`src/rtl/uart_pkg.sv`:
```
// rtl/uart_pkg.sv - shared UART constants, FSM encodings and helper functions
package uart_pkg;

  localparam int PAR_NONE = 0;
  localparam int PAR_ODD  = 1;
  localparam int PAR_EVEN = 2;

  typedef enum logic [2:0] {
    TXS_IDLE,
    TXS_START,
    TXS_DATA,
    TXS_PARITY,
    TXS_STOP
  } tx_state_t;

  typedef enum logic [2:0] {
    RXS_IDLE,
    RXS_START,
    RXS_DATA,
    RXS_PARITY,
    RXS_STOP,
    RXS_WAIT_IDLE
  } rx_state_t;

  // Rounded clocks-per-tick divider.
  function automatic int baud_div(input int clk_hz, input int baud, input int os);
    return (clk_hz + (baud * os) / 2) / (baud * os);
  endfunction

  // Parity bit for a payload zero-extended to 9 bits (zeros do not change the XOR).
  function automatic logic parity_bit(input logic [8:0] d, input int mode);
    return (^d) ^ (mode == PAR_ODD);
  endfunction

endpackage

```
`src/rtl/uart_baud_tick.sv`:
```
// rtl/uart_baud_tick.sv - free-running divider producing a one-cycle oversample tick
module uart_baud_tick #(
  parameter int DIV = 27
) (
  input  logic CLK,
  input  logic RST_N,
  output logic TICK
);

  localparam int W = (DIV > 1) ? $clog2(DIV) : 1;
  localparam logic [W-1:0] LAST = W'(DIV - 1);

  logic [W-1:0] cnt;

  always_ff @(posedge CLK or negedge RST_N) begin
    if (!RST_N) begin
      cnt <= '0;
    end else if (cnt == LAST) begin
      cnt <= '0;
    end else begin
      cnt <= cnt + W'(1);
    end
  end

  assign TICK = (cnt == LAST);

endmodule

```
`src/rtl/uart_txrx.sv`:
```
// rtl/uart_txrx.sv - full-duplex UART with parity/framing checks and a wrapping TX frame counter
module uart_txrx
  import uart_pkg::*;
#(
  parameter int CLK_HZ     = 50_000_000,
  parameter int BAUD       = 115200,
  parameter int OVERSAMPLE = 16,
  parameter int DATA_BITS  = 8,
  parameter int PARITY     = 0,
  parameter int STOP_BITS  = 1,
  parameter int CNT_W      = 8
) (
  input  logic                 CLK,
  input  logic                 RST_N,
  input  logic [DATA_BITS-1:0] TX_DATA,
  input  logic                 TX_START,
  output logic                 TX_BUSY,
  output logic                 TX_PIN,
  input  logic                 RX_PIN,
  output logic [DATA_BITS-1:0] RX_DATA,
  output logic                 RX_VALID,
  output logic                 RX_PARITY_ERR,
  output logic                 RX_FRAME_ERR,
  output logic [CNT_W-1:0]     TX_COUNT
);

  localparam int DIV  = baud_div(CLK_HZ, BAUD, OVERSAMPLE);
  localparam int OS_W = $clog2(OVERSAMPLE);
  localparam logic [OS_W-1:0] OS_LAST   = OS_W'(OVERSAMPLE - 1);
  localparam logic [OS_W-1:0] OS_HALF   = OS_W'(OVERSAMPLE / 2 - 1);
  localparam logic [3:0]      DATA_LAST = 4'(DATA_BITS - 1);
  localparam logic [3:0]      STOP_LAST = 4'(STOP_BITS - 1);

  logic tick;

  uart_baud_tick #(.DIV(DIV)) u_tick (
    .CLK  (CLK),
    .RST_N(RST_N),
    .TICK (tick)
  );

  // ---------------- transmitter ----------------
  tx_state_t              tx_state, tx_state_n;
  logic                   tx_pin, tx_pin_n;
  logic                   tx_busy, tx_busy_n;
  logic                   tx_par, tx_par_n;
  logic [DATA_BITS-1:0]   tx_sh, tx_sh_n;
  logic [OS_W-1:0]        tx_os, tx_os_n;
  logic [3:0]             tx_bc, tx_bc_n;
  logic [CNT_W-1:0]       tx_cnt, tx_cnt_n;
  logic                   tx_bit_end;

  always_ff @(posedge CLK or negedge RST_N) begin
    if (!RST_N) begin
      tx_state <= TXS_IDLE;
      tx_pin   <= 1'b1;
      tx_busy  <= 1'b0;
      tx_par   <= 1'b0;
      tx_sh    <= '0;
      tx_os    <= '0;
      tx_bc    <= '0;
      tx_cnt   <= '0;
    end else begin
      tx_state <= tx_state_n;
      tx_pin   <= tx_pin_n;
      tx_busy  <= tx_busy_n;
      tx_par   <= tx_par_n;
      tx_sh    <= tx_sh_n;
      tx_os    <= tx_os_n;
      tx_bc    <= tx_bc_n;
      tx_cnt   <= tx_cnt_n;
    end
  end

  always_comb begin
    tx_state_n = tx_state;
    tx_pin_n   = tx_pin;
    tx_busy_n  = tx_busy;
    tx_par_n   = tx_par;
    tx_sh_n    = tx_sh;
    tx_os_n    = tx_os;
    tx_bc_n    = tx_bc;
    tx_cnt_n   = tx_cnt;
    tx_bit_end = tick && (tx_os == OS_LAST);
    if (tx_state != TXS_IDLE && tick) begin
      tx_os_n = tx_bit_end ? '0 : tx_os + OS_W'(1);
    end
    case (tx_state)
      TXS_IDLE: begin
        if (TX_START) begin
          tx_state_n = TXS_START;
          tx_sh_n    = TX_DATA;
          tx_par_n   = parity_bit(9'(TX_DATA), PARITY);
          tx_pin_n   = 1'b0;
          tx_busy_n  = 1'b1;
          tx_os_n    = '0;
          tx_cnt_n   = tx_cnt + CNT_W'(1);
        end
      end
      TXS_START: begin
        if (tx_bit_end) begin
          tx_state_n = TXS_DATA;
          tx_pin_n   = tx_sh[0];
          tx_bc_n    = '0;
        end
      end
      TXS_DATA: begin
        if (tx_bit_end) begin
          if (tx_bc == DATA_LAST) begin
            if (PARITY != PAR_NONE) begin
              tx_state_n = TXS_PARITY;
              tx_pin_n   = tx_par;
            end else begin
              tx_state_n = TXS_STOP;
              tx_pin_n   = 1'b1;
              tx_bc_n    = '0;
            end
          end else begin
            tx_sh_n  = tx_sh >> 1;
            tx_pin_n = tx_sh[1];
            tx_bc_n  = tx_bc + 4'd1;
          end
        end
      end
      TXS_PARITY: begin
        if (tx_bit_end) begin
          tx_state_n = TXS_STOP;
          tx_pin_n   = 1'b1;
          tx_bc_n    = '0;
        end
      end
      TXS_STOP: begin
        if (tx_bit_end) begin
          if (tx_bc == STOP_LAST) begin
            tx_state_n = TXS_IDLE;
            tx_busy_n  = 1'b0;
          end else begin
            tx_bc_n = tx_bc + 4'd1;
          end
        end
      end
      default: tx_state_n = TXS_IDLE;
    endcase
  end

  assign TX_PIN   = tx_pin;
  assign TX_BUSY  = tx_busy;
  assign TX_COUNT = tx_cnt;

  // ---------------- receiver ----------------
  logic                 rx_s1, rx_s2;
  rx_state_t            rx_state, rx_state_n;
  logic [OS_W-1:0]      rx_os, rx_os_n;
  logic [3:0]           rx_bc, rx_bc_n;
  logic [DATA_BITS-1:0] rx_sh, rx_sh_n;
  logic                 rx_perr_w, rx_perr_w_n;
  logic                 rx_ferr_w, rx_ferr_w_n;
  logic [DATA_BITS-1:0] rx_data, rx_data_n;
  logic                 rx_valid, rx_valid_n;
  logic                 rx_perr, rx_perr_n;
  logic                 rx_ferr, rx_ferr_n;
  logic                 rx_sample;
  logic                 rx_ferr_now;

  always_ff @(posedge CLK or negedge RST_N) begin
    if (!RST_N) begin
      rx_s1     <= 1'b1;
      rx_s2     <= 1'b1;
      rx_state  <= RXS_IDLE;
      rx_os     <= '0;
      rx_bc     <= '0;
      rx_sh     <= '0;
      rx_perr_w <= 1'b0;
      rx_ferr_w <= 1'b0;
      rx_data   <= '0;
      rx_valid  <= 1'b0;
      rx_perr   <= 1'b0;
      rx_ferr   <= 1'b0;
    end else begin
      rx_s1     <= RX_PIN;
      rx_s2     <= rx_s1;
      rx_state  <= rx_state_n;
      rx_os     <= rx_os_n;
      rx_bc     <= rx_bc_n;
      rx_sh     <= rx_sh_n;
      rx_perr_w <= rx_perr_w_n;
      rx_ferr_w <= rx_ferr_w_n;
      rx_data   <= rx_data_n;
      rx_valid  <= rx_valid_n;
      rx_perr   <= rx_perr_n;
      rx_ferr   <= rx_ferr_n;
    end
  end

  always_comb begin
    rx_state_n  = rx_state;
    rx_os_n     = rx_os;
    rx_bc_n     = rx_bc;
    rx_sh_n     = rx_sh;
    rx_perr_w_n = rx_perr_w;
    rx_ferr_w_n = rx_ferr_w;
    rx_data_n   = rx_data;
    rx_valid_n  = 1'b0;
    rx_perr_n   = rx_perr;
    rx_ferr_n   = rx_ferr;
    rx_ferr_now = 1'b0;
    rx_sample   = tick && (rx_os == OS_LAST);
    if (rx_state != RXS_IDLE && rx_state != RXS_WAIT_IDLE && tick) begin
      rx_os_n = rx_sample ? '0 : rx_os + OS_W'(1);
    end
    case (rx_state)
      RXS_IDLE: begin
        if (!rx_s2) begin
          rx_state_n  = RXS_START;
          rx_os_n     = '0;
          rx_perr_w_n = 1'b0;
          rx_ferr_w_n = 1'b0;
        end
      end
      RXS_START: begin
        // Half-bit re-check rejects short glitches and aligns later samples to bit centres.
        if (tick && rx_os == OS_HALF) begin
          if (rx_s2) begin
            rx_state_n = RXS_IDLE;
          end else begin
            rx_state_n = RXS_DATA;
            rx_os_n    = '0;
            rx_bc_n    = '0;
          end
        end
      end
      RXS_DATA: begin
        if (rx_sample) begin
          rx_sh_n = {rx_s2, rx_sh[DATA_BITS-1:1]};
          if (rx_bc == DATA_LAST) begin
            rx_state_n = (PARITY != PAR_NONE) ? RXS_PARITY : RXS_STOP;
            rx_bc_n    = '0;
          end else begin
            rx_bc_n = rx_bc + 4'd1;
          end
        end
      end
      RXS_PARITY: begin
        if (rx_sample) begin
          rx_perr_w_n = (rx_s2 != parity_bit(9'(rx_sh), PARITY));
          rx_state_n  = RXS_STOP;
          rx_bc_n     = '0;
        end
      end
      RXS_STOP: begin
        if (rx_sample) begin
          rx_ferr_now = rx_ferr_w | ~rx_s2;
          rx_ferr_w_n = rx_ferr_now;
          if (rx_bc == STOP_LAST) begin
            rx_data_n  = rx_sh;
            rx_perr_n  = rx_perr_w;
            rx_ferr_n  = rx_ferr_now;
            rx_valid_n = 1'b1;
            rx_state_n = (rx_ferr_now && !rx_s2) ? RXS_WAIT_IDLE : RXS_IDLE;
          end else begin
            rx_bc_n = rx_bc + 4'd1;
          end
        end
      end
      RXS_WAIT_IDLE: begin
        if (rx_s2) begin
          rx_state_n = RXS_IDLE;
        end
      end
      default: rx_state_n = RXS_IDLE;
    endcase
  end

  assign RX_DATA       = rx_data;
  assign RX_VALID      = rx_valid;
  assign RX_PARITY_ERR = rx_perr;
  assign RX_FRAME_ERR  = rx_ferr;

endmodule

```
`config.mk`:
```
export PLATFORM = sky130hd
export DESIGN_NAME = uart_txrx
export DESIGN_NICKNAME = d
export VERILOG_FILES = /design/src/rtl/uart_pkg.sv /design/src/rtl/uart_baud_tick.sv /design/src/rtl/uart_txrx.sv
export SDC_FILE = /design/constraint.sdc
export NUM_CORES = 1
export LEC_CHECK = 0
export CORE_ASPECT_RATIO = 1.25
export CORE_MARGIN = 2
export CORE_UTILIZATION = 55
export CTS_CLUSTER_DIAMETER = 200
export DETAILED_ROUTE_END_ITERATION = 8
export PLACE_DENSITY_LB_ADDON = 0.1
export SKIP_CTS_REPAIR_TIMING = 1
export SLEW_MARGIN = 20
export SYNTH_ARGS = -nofsm -noshare
export SYNTH_HDL_FRONTEND = slang
export SYNTH_HIERARCHICAL = 1
export SYNTH_SLANG_ARGS = --single-unit
```
`constraint.sdc`:
```
create_clock -name CLK -period 2.4 [get_ports CLK]
set_input_delay 0.48 -clock CLK [delete_from_list [all_inputs] [get_ports CLK]]
set_output_delay 0.48 -clock CLK [all_outputs]
set_load 0.01 [all_outputs]
```
==> results.yml <==
# yosys + openroad results
status:
  status: "complete, no violations"
global_route:
  groute.layer.met3.usage: 0.0392
  grt_most_used_layer: "met2"
  global_route.usage.met2: 0.339
clocking:
  ctsHtreeMaxLevel: 3
  cts.sinks: 68
  clk_pin_slew_worst_paths_ps: 80
  clock_path_buffers: 2
setup_path:
  criticalPathCategory: "reg -> reg"
  reg2reg_setup_slack_ps: 210
  cp_cell_sequence: "inv_1, ha_1, and4b_2, buf_4, nand3_1, o21ai_0, a211oi_2, o21ai_0, nand2_1"
  critical-path-max-stage-delay_ps: 430
  timing.critical_path.to: "rx_state[0]$_DFFE_PN0P_"
  critical_path_buf_inv_count: 2
die:
  floorplan.core_area_mm2: 0.00613
  io-pin-count: 33
  row_count: 32
synth:
  yosysWarningCount: 6
  netlist_top_cells_count: "dfrtp_1, nor2_1, o21ai_0"
  synthArstFlopShare: 1.00
  post-synth-top-area-cell: "dfrtp_1"
  syn_inst: 327
  ys_seq_share: 0.491
  count_of_library_flops_with_an_enable_pin: 0
  syn_area_per_cell_um2: 10.6
place:
  placed_inst_area_mm2: 0.00395
  place.detailed.instances: 447
  globalplace.congestion: 0.805
  post_detailed_placement_half_perimeter_wirelength_um: 4560
pwr:
  power.leakage_nw: 1.78
detailed_routing:
  dr_wl_met3_um: 159
  detail_route.drc_violations: 0
  firstDrtPassIters: 4
  routedLengthMet1_um: 2920
  routed_wirelength_um: 6350
  first_iter_violations: 146
  post_drt_wl_per_cell_um: 13.7
finish:
  utilization: 0.682
  final.signal_buffer_count: 49
  layout.buffer.nonclock.area_share: 0.112
  fin_area_mm2: 0.00418
  multiInputCombCellCount: 232
  logic_area_mm2: 0.00162
sta:
  worst_hold_margin_ps: 36.2
## layout by cell type (no fill, tap or decap), types with 2 or more instances in the layout
cell / synthesis / routed
a211o_1: 2 / 2
a21o_1: 2 / 2
a21oi_1: 16 / 16
a32o_1: 2 / 2
and3_1: 3 / 3
and3b_1: 2 / 2
buf_12: 0 / 2
buf_4: 5 / 15
bufinv_16: 0 / 2
clkbuf_8: 0 / 9
clkdlybuf4s50_1: 0 / 31
clkinv_4: 0 / 3
clkinvlp_4: 0 / 2
dfrtp_1: 65 / 65
dfstp_2: 3 / 3
ha_1: 9 / 9
inv_1: 13 / 13
mux2_2: 19 / 19
mux2i_1: 11 / 11
nand2_1: 23 / 23
nand2b_1: 4 / 4
nand3_1: 12 / 12
nand3b_1: 2 / 2
nand4_1: 5 / 5
nor2_1: 25 / 25
nor2b_1: 4 / 4
nor3_1: 5 / 5
o21ai_0: 25 / 25
o22ai_1: 3 / 3
o31ai_1: 2 / 2
o32ai_1: 2 / 2
or3b_2: 3 / 3
xnor2_1: 14 / 14
xor2_1: 5 / 5
## sequential cells by signal, indices dropped and copies added (netlist names), 5 cells and up
| register | count |
|---|---|
| RX_DATA | 8 |
| TX_COUNT | 8 |
| rx_sh | 8 |
| tx_sh | 8 |
| u_tick/cnt | 5 |
## power by group
group          internal, mW  switching [mW]  total [mW]
Sequential             1.29           0.152        1.45
Clock                 0.589           0.461        1.05
Combinational         0.289           0.272       0.561
Total                  2.17           0.885        3.06
## cells by family (layout without fill, tap and decap cells)
family,after synthesis,after routing,share of synthesized area
xor gates and xnor gates,19,19,0.0479
and+or+nand+nor,104,104,0.161
adders and majority gates,9,9,0.0324
buffers and inverters,27,78,0.0436
muxes,31,31,0.0976
DFF,68,68,0.491
AOI/OAI and AO/OA,69,69,0.126
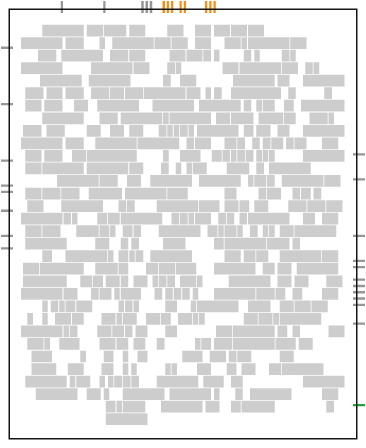
(images/pinout.png)
Pins as bars across the die edge, other pins in grey.
legend:
  green:
    port: `RST_N`
    pins: 1
    direction: input
    edge: right
  orange:
    port: `TX_DATA`
    pins: 8
    direction: input
    edge: top
all pins by edge: 13 top, 12 right, 8 left
die span in y: 92.9 um
Port-buffer cells: 32
die span in x: 75.1 um

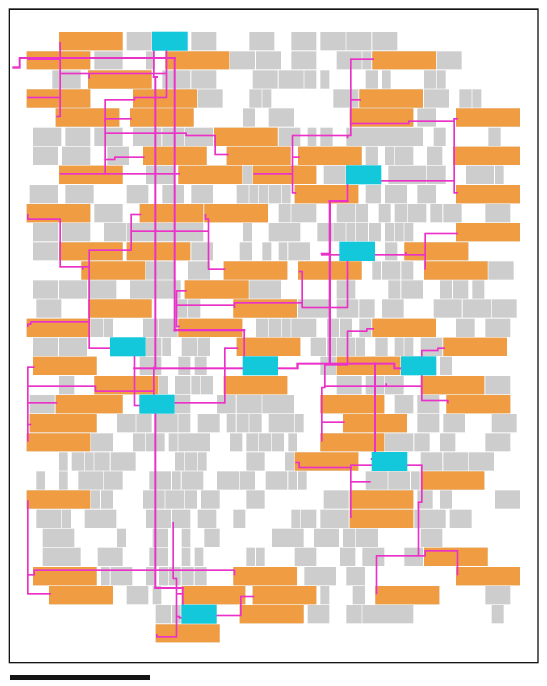
(images/clock_wires.png)
Scale bar: 20 um.
legend:
  orange:
    item: flip-flops
    count: 68
  cyan:
    item: clock-net drivers
    count: 9
  magenta:
    item: clock wires
    length: 859 um
flops lie: all over the die
power share of the clock group: 0.343
power consumed by the clock network: 1.05 mW
Worst Skew: 10.9 ps
Insertion Delay late pin: 350 ps

Power figures rest on the tool's default switching activity, not on a simulated workload.
